**Run 1: track usage over the die**

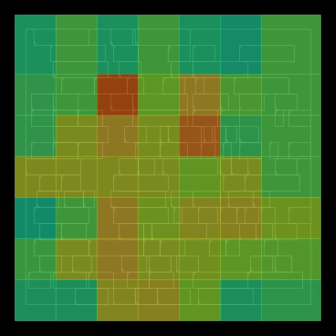
**Run 1: gate-type map**

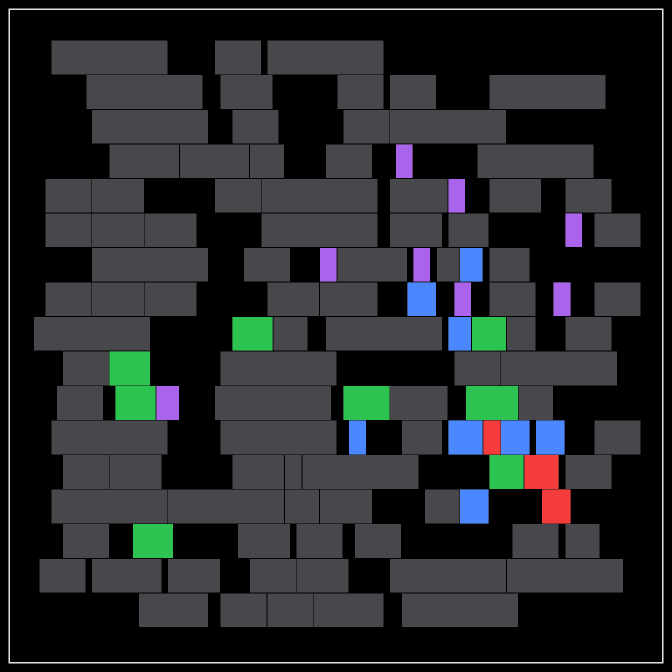
**Run 1: clock network drawn from the DEF**

The bar under the picture is 20 um long.
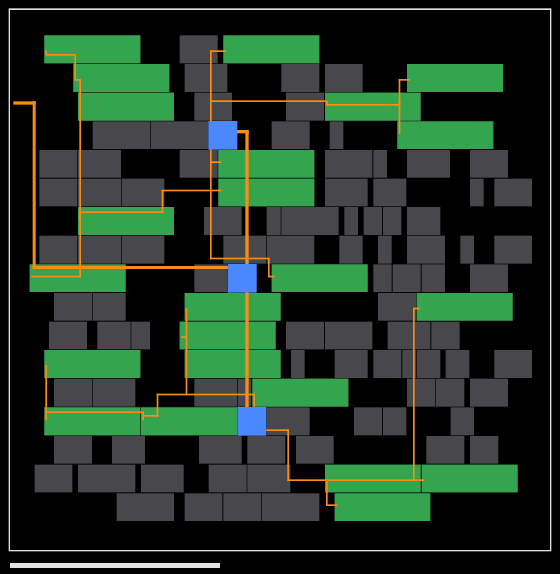
<file path="src/rtl/serial_word_comparator_pkg.sv">
// Shared definitions: FSM state encodings and the result code set, also consumed by the display driver.
// Pure declarations, no logic, no latency.
package serial_word_comparator_pkg;

    typedef enum logic [1:0] {
        ST_IDLE    = 2'b00,
        ST_COMPARE = 2'b01,
        ST_DONE    = 2'b10
    } state_t;

    // One-hot result code: {gt, lt, eq}
    typedef logic [2:0] res_t;
    localparam res_t RES_NONE = 3'b000;
    localparam res_t RES_GT   = 3'b100;
    localparam res_t RES_LT   = 3'b010;
    localparam res_t RES_EQ   = 3'b001;

    function automatic res_t slice_res(input logic gt, input logic lt);
        if (gt)      return RES_GT;
        else if (lt) return RES_LT;
        else         return RES_EQ;
    endfunction

endpackage

</file>
<file path="src/rtl/two_bit_comparator.sv">
// Combinational magnitude compare of one 2-bit slice.
// Zero latency, no flow control.
module two_bit_comparator (
    input  logic [1:0] a,
    input  logic [1:0] b,
    output logic       gt,
    output logic       lt,
    output logic       eq
);

    assign gt = (a > b);
    assign lt = (a < b);
    assign eq = (a == b);

endmodule

</file>
<file path="src/rtl/serial_word_comparator.sv">
// Compares WIDTH-bit words two bits per clock, MSB first, stopping at the first unequal slice.
// Result and one-cycle done pulse one edge after the deciding slice; start only accepted in IDLE.
module serial_word_comparator
    import serial_word_comparator_pkg::*;
#(
    parameter int WIDTH = 8
) (
    input  logic             clk,
    input  logic             rst_n,
    input  logic             start,
    input  logic             abort,
    input  logic [WIDTH-1:0] a,
    input  logic [WIDTH-1:0] b,
    output logic             busy,
    output logic             done,
    output logic             a_gt_b,
    output logic             a_lt_b,
    output logic             a_eq_b
);

    localparam int NSLICE = WIDTH / 2;
    localparam int CW     = (NSLICE > 1) ? $clog2(NSLICE) : 1;
    localparam logic [CW-1:0] LAST = CW'(NSLICE - 1);

    state_t           state_q, state_d;
    res_t             res_q, res_d;
    logic [WIDTH-1:0] sa_q, sa_d, sb_q, sb_d;
    logic [CW-1:0]    cnt_q, cnt_d;
    logic             sl_gt, sl_lt, sl_eq;

    two_bit_comparator u_slice (
        .a  (sa_q[WIDTH-1 -: 2]),
        .b  (sb_q[WIDTH-1 -: 2]),
        .gt (sl_gt),
        .lt (sl_lt),
        .eq (sl_eq)
    );

    always_comb begin
        state_d = state_q;
        res_d   = res_q;
        sa_d    = sa_q;
        sb_d    = sb_q;
        cnt_d   = cnt_q;
        case (state_q)
            ST_IDLE: begin
                if (start) begin
                    sa_d    = a;
                    sb_d    = b;
                    cnt_d   = '0;
                    res_d   = RES_NONE;
                    state_d = ST_COMPARE;
                end
            end
            ST_COMPARE: begin
                // Abort outranks any decision made on the same edge
                if (abort) begin
                    state_d = ST_IDLE;
                end else if (!sl_eq || (cnt_q == LAST)) begin
                    res_d   = slice_res(sl_gt, sl_lt);
                    state_d = ST_DONE;
                end else begin
                    sa_d  = sa_q << 2;
                    sb_d  = sb_q << 2;
                    cnt_d = cnt_q + 1'b1;
                end
            end
            ST_DONE: state_d = ST_IDLE;
            default: state_d = ST_IDLE;
        endcase
    end

    always_ff @(posedge clk or negedge rst_n) begin
        if (!rst_n) begin
            state_q <= ST_IDLE;
            res_q   <= RES_NONE;
            sa_q    <= '0;
            sb_q    <= '0;
            cnt_q   <= '0;
        end else begin
            state_q <= state_d;
            res_q   <= res_d;
            sa_q    <= sa_d;
            sb_q    <= sb_d;
            cnt_q   <= cnt_d;
        end
    end

    assign busy   = (state_q == ST_COMPARE);
    assign done   = (state_q == ST_DONE);
    assign a_gt_b = res_q[2];
    assign a_lt_b = res_q[1];
    assign a_eq_b = res_q[0];

endmodule

</file>
<file path="config.mk">
export PLATFORM = sky130hd
export DESIGN_NAME = serial_word_comparator
export DESIGN_NICKNAME = d
export VERILOG_FILES = /design/src/rtl/serial_word_comparator_pkg.sv /design/src/rtl/two_bit_comparator.sv /design/src/rtl/serial_word_comparator.sv
export SDC_FILE = /design/constraint.sdc
export NUM_CORES = 1
export LEC_CHECK = 0
export CORE_MARGIN = 1.5
export CORE_UTILIZATION = 50
export CTS_CLUSTER_SIZE = 24
export DETAILED_ROUTE_END_ITERATION = 12
export PLACE_DENSITY = 0.79
export SLEW_MARGIN = 20
export SYNTH_ARGS = -nofsm -noshare
export SYNTH_HDL_FRONTEND = slang
export SYNTH_SLANG_ARGS = --single-unit
export TNS_END_PERCENT = 5
</file>
<file path="constraint.sdc">
create_clock -name clk -period 3.6 [get_ports clk]
set_input_delay 1.08 -clock clk [delete_from_list [all_inputs] [get_ports clk]]
set_output_delay 1.08 -clock clk [all_outputs]
set_load 0.01 [all_outputs]
</file>
==> Slide: Implementation Results, run 1 <==
Synthesis and Place & Route Summary

Synthesis
  – Synthesized registers: 23
  – Number of synthesized flops with an enable pin: 0
  – Chip area line of the yosys report: 1170 sq um
  – Synthesis warning total: 0
  – Cell accounting for the most synthesized area: sky130_fd_sc_hd__dfrtp_1
  – Proportion of netlist area held by the largest area contributor: 49.3%
  – Area of the mapped netlist: 1170 sq um
  – Top cell type by instance count after synthesis: sky130_fd_sc_hd__dfrtp_1
  – Post-synth ARST share: 100%
  – Number of cell instances after yosys synthesis: 89
  – Net count entering floorplan: 112
  – Mean area per synthesized cell: 13.1 sq um
  – Seq share, synth: 49.3%
  – Top post-synthesis cells by count: 23 x sky130_fd_sc_hd__dfrtp_1, 15 x sky130_fd_sc_hd__mux2_2, 7 x sky130_fd_sc_hd__inv_1
  – Most instantiated flip-flop cell in the synthesis netlist: sky130_fd_sc_hd__dfrtp_1
  – Netlist cell types: 28
  – Instance count of the mapped netlist: 89
  – Leading post-synthesis cells by cell area: sky130_fd_sc_hd__dfrtp_1 49%, sky130_fd_sc_hd__mux2_2 14%, sky130_fd_sc_hd__mux2_4 7.7%

Critical path
  – Register-to-register path setup slack: 1540 ps
  – Worst reg2reg startpoint: sa_q[7]
  – Crit path launch type: flip-flop
  – Kind of end point of the critical path: primary output
  – Signal arrival time at the worst endpoint: 1770 ps
  – Depth of the worst register-to-register path: 5
  – Worst Path Max Fanout: 14
  – Start-to-end type of the worst setup path: flip-flop to primary output
  – R2R Path End: sa_q[2]
  – CP required: 2520 ps

Route
  – Iter 0 DRT Violations: 2
  – Routed length per placed instance: 14.5 um
  – Count of antenna-violating nets left after detailed routing: 0
  – # DRC: 0
  – Detailed-route via count: 777
  – Routed wire length: 2090 um
  – Number of vias per cell: 5.40
  – 1st-pass router iterations: 4

Placement
  – Detail Placement HPWL: 1600 um
  – GP Congestion: 0.757
  – Number of buffers inserted by port buffering: 24
  – Area of placed instances: 1430 sq um

Flow run
  – Total tool warning count: 26
  – Number of max-capacitance violations reported: 0

Power and ir drop
  – Pwr dens: 803 nW/um^2
  – Cell internal power dissipation: 766 uW
  – Combinational power: 613 uW
  – P_seq: 442 uW
  – Group drawing the most power: combinational logic
  – Fraction of power spent switching nets: 34.7%
  – Reg power frac: 37.8%
  – Cell leakage power: 0.661 nW
  – Power spent charging and discharging nets: 407 uW
  – Combinational share of power: 52.3%
  – Peak supply drop: 0.000456 V

Global routing
  – Wire length of the first global-routing pass: 3530 um
  – Grt ovf: 0
  – Largest net degree at the start of global routing: 24
  – Vias in the first global route: 827
  – Number of antenna violations at the first check in global routing: 0

Floorplan
  – Placement row count: 17
  – Io pins: 25
  – Floorplan die width: 51.3 um
  – Chip Footprint: 2640 sq um
  – Y dimension of the die: 51.3 um
  – Init Core Util: 52.8%
  – Core Box Area: 2210 sq um

Hold path
  – Min-Delay Path Class: flip-flop to flip-flop
  – Worst hold stages: 1
  – Hold endpoint: cnt_q[0]
  – Worst hold start: cnt_q[0]

Clock network
  – Number of levels in the clock H-tree: 1
  – Clock tree from TritonCTS: done
  – Number of clock sinks seen by CTS: 23
  – Buffer depth of the longest clock path: 2
  – CTS clock-pin slew for the worst setup and hold paths: 110 ps
  – Post-CTS Setup Inserts: 0
  – Cell chosen for the clock root: sky130_fd_sc_hd__clkbuf_4
  – Cts hold-fix bufs: 0
  – Inserted Clock Buffers: 3
  – Number of gates resized after cts: 0

Finish
  – Commonest cells after routing, fill and taps aside: 24 x sky130_fd_sc_hd__clkdlybuf4s50_1, 23 x sky130_fd_sc_hd__dfrtp_1, 15 x sky130_fd_sc_hd__mux2_2
  – Diodes inserted: 0
  – Share of layout cells above drive strength 1: 24.1%
  – Area growth from synthesis to layout: 24.9%
  – Fillers: 191
  – Logic area: 537 sq um
  – Registers with the most flip-flops: sa_q x8, sb_q x8, res_q x3
  – Post-route cell area: 1460 sq um
  – Final Net Count: 140
  – Sequential cell area: 576 sq um

Timing
  – Final critical path time including I/O delays and setup: 2850 ps
  – Final Slew Violations: 0
  – Least-Margin Pin Slew: 482 ps
  – Total setup violations reported at the end of the flow: 0
  – Summed negative setup slack over all endpoints: 0 ps
  – Hold violation count in the final report: 0
  – FMAX: 0.351 GHz
  – Unrepaired setup endpoints after global routing: false
  – Tcrit/Tclk final: 79.1%
  – Max-slew headroom at the worst pin: 67.8%

Run status
  – Result of the run: finished clean
About 'track usage over the die':
met3 GRT Util: 4.09%
overall track demand over capacity in global routing: 18.9%
global routing usage on met1: 21.1%

About 'gate-type map':
legend:
  AND-OR and OR-AND gates:
    colour: green
    cells: 8
  NOR gates:
    colour: red
    cells: 3
  inverters:
    colour: purple
    cells: 8
  NAND gates:
    colour: blue
    cells: 8
Commonest Layout Cell: sky130_fd_sc_hd__clkdlybuf4s50_1
Comb/total area: 36.8%
count of placed standard cells in the final layout, fillers left out: 144

About 'clock network drawn from the DEF':
legend:
  cells driving clock nets:
    colour: blue
    count: 3
  flip-flops:
    colour: green
    count: 23
  clock wires:
    colour: orange
    length: 248 um
flops lie: all over the die
power share of the clock group: 9.9%
power consumed by the clock network: 117 uW
Layout Skew: 6.14 ps
worst skew pair latency: 310 ps

run 1: logic make-up after synthesis:
logic type               share of synthesized area (%)
AND-OR/OR-AND                                     9.21
adder cells (fa/ha/maj)                           3.21
buffers and inverters                             4.82
flip-flops                                        49.3
multiplexers                                      26.4
AND/OR/NAND/NOR                                   7.07
run 1: stage by stage:
step / cells / total power, mW / hold slack [ps] / setup WS [ps] / utilization, %
floorplan: 89 / 0.924 / 457 / 1280 / -
global placement: 140 / 1.04 / 481 / 746 / 64.8
detailed placement: 140 / 1.07 / 495 / 694 / 64.8
CTS: 144 / 1.19 / 515 / 738 / 66.0
global route: 144 / 1.26 / 536 / 639 / 66.0
finish: 144 / 1.17 / 507 / 752 / 66.0
run 1: worst max-delay path: stages, from the launching register on:
cell and delay [ps]:
sky130_fd_sc_hd__dfrtp_1 470, sky130_fd_sc_hd__nand2b_1 180, sky130_fd_sc_hd__buf_4 200, sky130_fd_sc_hd__inv_1 80, sky130_fd_sc_hd__clkdlybuf4s50_1 530
run 1: layer usage:
metal / vias up / wire length [um] / GRT usage [%]
li1: 377 / - / -
met5: - / 0 / 0
met1: 375 / 830 / 21.1
met3: 5 / 90 / 4.09
met2: 20 / 1130 / 33.8
met4: 0 / 42 / 9.21
run 1: worst max path at each step:
stage / slack (ps) / to / depth (start not counted) / from
finish: 750 / busy / 4 / state_q[1]
global route: 640 / busy / 4 / state_q[1]
CTS: 740 / busy / 4 / state_q[1]
detailed placement: 690 / sa_q[2] / 5 / abort
global placement: 750 / sa_q[2] / 5 / abort
floorplan: 1280 / sa_q[4] / 5 / abort
run 1: final cells by class:
cell class                      count  area share, %
Timing Repair Buffer               26           17.5
Inverter                            8           2.14
Multi-Input combinational cell     55           36.8
Tap cell                           28           2.40
Sequential cell                    23           39.4
Clock buffer                        4           1.80
==> run 2: changes to the inputs <==
Settings changed: CORE_UTILIZATION 50 to 44, PLACE_DENSITY 0.79 to 0.73.
Clock period 3.6 ns to 2.3 ns, I/O delays scaled along.
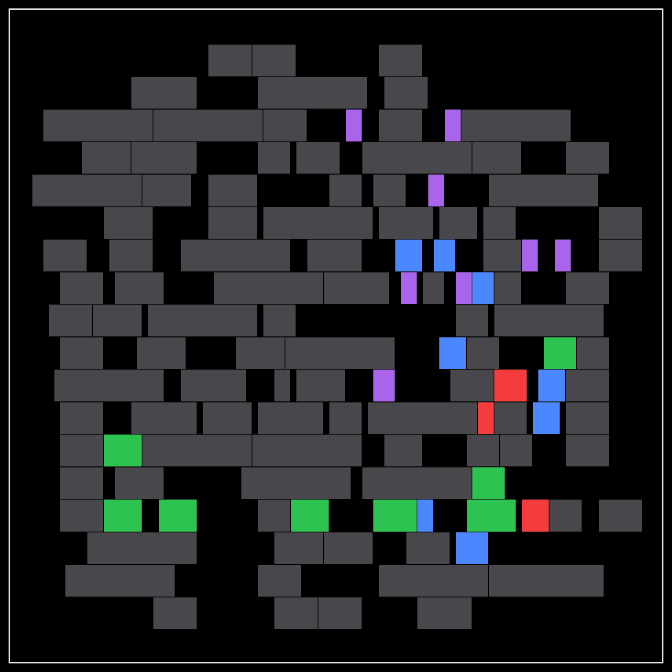
**Above:** run 2 (gate-type map).
legend:
  NOR gates:
    colour: red
    cells: 3
  AND-OR and OR-AND gates:
    colour: green
    cells: 8
  inverters:
    colour: purple
    cells: 8
  NAND gates:
    colour: blue
    cells: 8
Comb/total area: 35.2%
count of placed standard cells in the final layout, fillers left out: 154

==> run 2 against run 1 <==
Critical path depth down 1. Clock-buffer cell count unchanged. Register-to-register slack worse by 1200 ps. Critical endpoint unchanged. Hold slack worse by 17 ps. Highest routed layer unchanged. Largest cell class unchanged. First-iteration DRC count rose to 2.5 times the previous value. Flip-flop count unchanged.
==> Slide: Implementation Results, run 2 <==
Synthesis and Place & Route Summary

Power and ir drop
  – Combinational power: 1.07 mW
  – Power consumed by the clock network: 184 uW
  – Peak supply drop: 0.000793 V
  – Cell internal power dissipation: 1.28 mW
  – Pwr dens: 1270 nW/um^2
  – Fraction of power spent switching nets: 34.1%
  – P_seq: 686 uW

Route
  – Detailed-route via count: 820
  – Number of vias per cell: 5.32
  – 1st-pass router iterations: 4
  – # DRC: 0
  – Count of antenna-violating nets left after detailed routing: 0
  – Iter 0 DRT Violations: 5
  – Routed wire length: 2180 um

Clock network
  – Clock tree from TritonCTS: done
  – Buffer depth of the longest clock path: 2
  – Number of levels in the clock H-tree: 1
  – Inserted Clock Buffers: 3
  – Cell chosen for the clock root: sky130_fd_sc_hd__clkbuf_4
  – Cts hold-fix bufs: 0
  – Number of clock sinks seen by CTS: 23

Timing
  – Final Slew Violations: 0
  – Summed negative setup slack over all endpoints: 0 ps
  – Tcrit/Tclk final: 96.2%
  – Layout Skew: 5.12 ps
  – Hold violation count in the final report: 0
  – Least-Margin Pin Slew: 542 ps
  – Max-slew headroom at the worst pin: 63.8%
  – Unrepaired setup endpoints after global routing: false
  – Final critical path time including I/O delays and setup: 2210 ps

Finish
  – Share of layout cells above drive strength 1: 29.8%
  – Final Net Count: 148
  – Registers with the most flip-flops: sa_q x8, sb_q x8, res_q x3
  – Diodes inserted: 0

Run status
  – Result of the run: finished clean

Synthesis
  – Synthesized registers: 23
  – Net count entering floorplan: 112
  – Mean area per synthesized cell: 13.1 sq um
  – Chip area line of the yosys report: 1170 sq um
  – Instance count of the mapped netlist: 89
  – Top cell type by instance count after synthesis: sky130_fd_sc_hd__dfrtp_1
  – Proportion of netlist area held by the largest area contributor: 49.3%
  – Number of synthesized flops with an enable pin: 0
  – Netlist cell types: 28
  – Seq share, synth: 49.3%
  – Synthesis warning total: 0

Global routing
  – Met3 GRT Util: 2.46%
  – Grt ovf: 0
  – Overall track demand over capacity in global routing: 17.4%
  – Largest net degree at the start of global routing: 24
  – Met2 track utilization from global routing: 31.3%
  – Global routing usage on met1: 20.5%
  – Vias in the first global route: 868
  – Number of antenna violations at the first check in global routing: 0

Critical path
  – Signal arrival time at the worst endpoint: 1520 ps
  – Worst Path Max Fanout: 5
  – Kind of end point of the critical path: primary output
  – Crit path launch type: flip-flop
  – CP required: 1610 ps
  – Start-to-end type of the worst setup path: flip-flop to primary output

Placement
  – GP Congestion: 0.718
  – Worst setup timing slack at the placement stage: -113 ps
  – Number of cells after detailed placement: 148
  – Number of buffers inserted by port buffering: 24
  – Area of placed instances: 1480 sq um

Floorplan
  – Floorplan die width: 54.5 um
  – Y dimension of the die: 54.5 um
  – Core Box Area: 2500 sq um

Hold path
  – Min-Delay Path Class: flip-flop to flip-flop

Flow run
  – Number of max-capacitance violations reported: 0
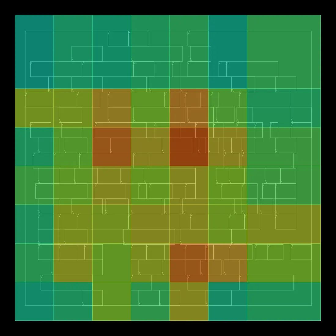
**Above:** run 2 (track usage over the die).
most congested layer reported by global routing: met2
routed length per placed instance: 14.2 um

## run 2: cells by family after synthesis
| group | Yosys count | share of synthesized area [%] |
|---|---|---|
| AND-OR/OR-AND | 13 | 9.21 |
| adder cells (fa/ha/maj) | 3 | 3.21 |
| buffers and inverters | 11 | 4.82 |
| flip-flops | 23 | 49.3 |
| multiplexers | 26 | 26.4 |
| AND/OR/NAND/NOR | 13 | 7.07 |
## run 2: final timing paths
kind,to,start,slack (ps),depth (start not counted)
worst max-delay path,busy,state_q[1],90,3
worst min-delay path,cnt_q[0],cnt_q[0],490,1
worst max register to register,sa_q[2],sa_q[7],330,5
worst min register to register,cnt_q[0],cnt_q[0],490,1
max in group asynchronous,state_q[1],rst_n,1330,2
min in group asynchronous,res_q[1],rst_n,720,2
## run 2: metrics by stage
stage	hold slack [ps]	power [mW]	utilization, %
floorplan	394	1.45	-
global placement	468	1.71	59.3
detailed placement	476	1.74	59.3
CTS	493	1.93	60.3
global route	517	2.07	61.0
finish	489	1.94	61.0
## run 2: layer usage
metal  routed length, um  share of wire, %
met4                  30               1.4
met3                  96               4.4
met5                   0                 0
met1                 932                43
met2                1130                52
## run 2: cell type report
cell class,instances,area [sq um]
Sequential cell,23,577
Clock buffer,4,26.3
Timing Repair Buffer,34,315
Multi-Input combinational cell,55,537
Fill cell,226,976
Tap cell,30,37.5
Inverter,8,31.3
## run 2: repair_timing
item	in CTS	in global routing
endpoints found under the setup margin	0	1
resized	0	1
buffers inserted	0	2
## run 2: worst max-delay path, cell delays in order, from the launching register on
cell	delay [ps]
sky130_fd_sc_hd__dfrtp_2	450
sky130_fd_sc_hd__nand2b_1	160
sky130_fd_sc_hd__inv_1	80
sky130_fd_sc_hd__clkdlybuf4s50_1	530
Power figures rest on the tool's default switching activity, not on a simulated workload.
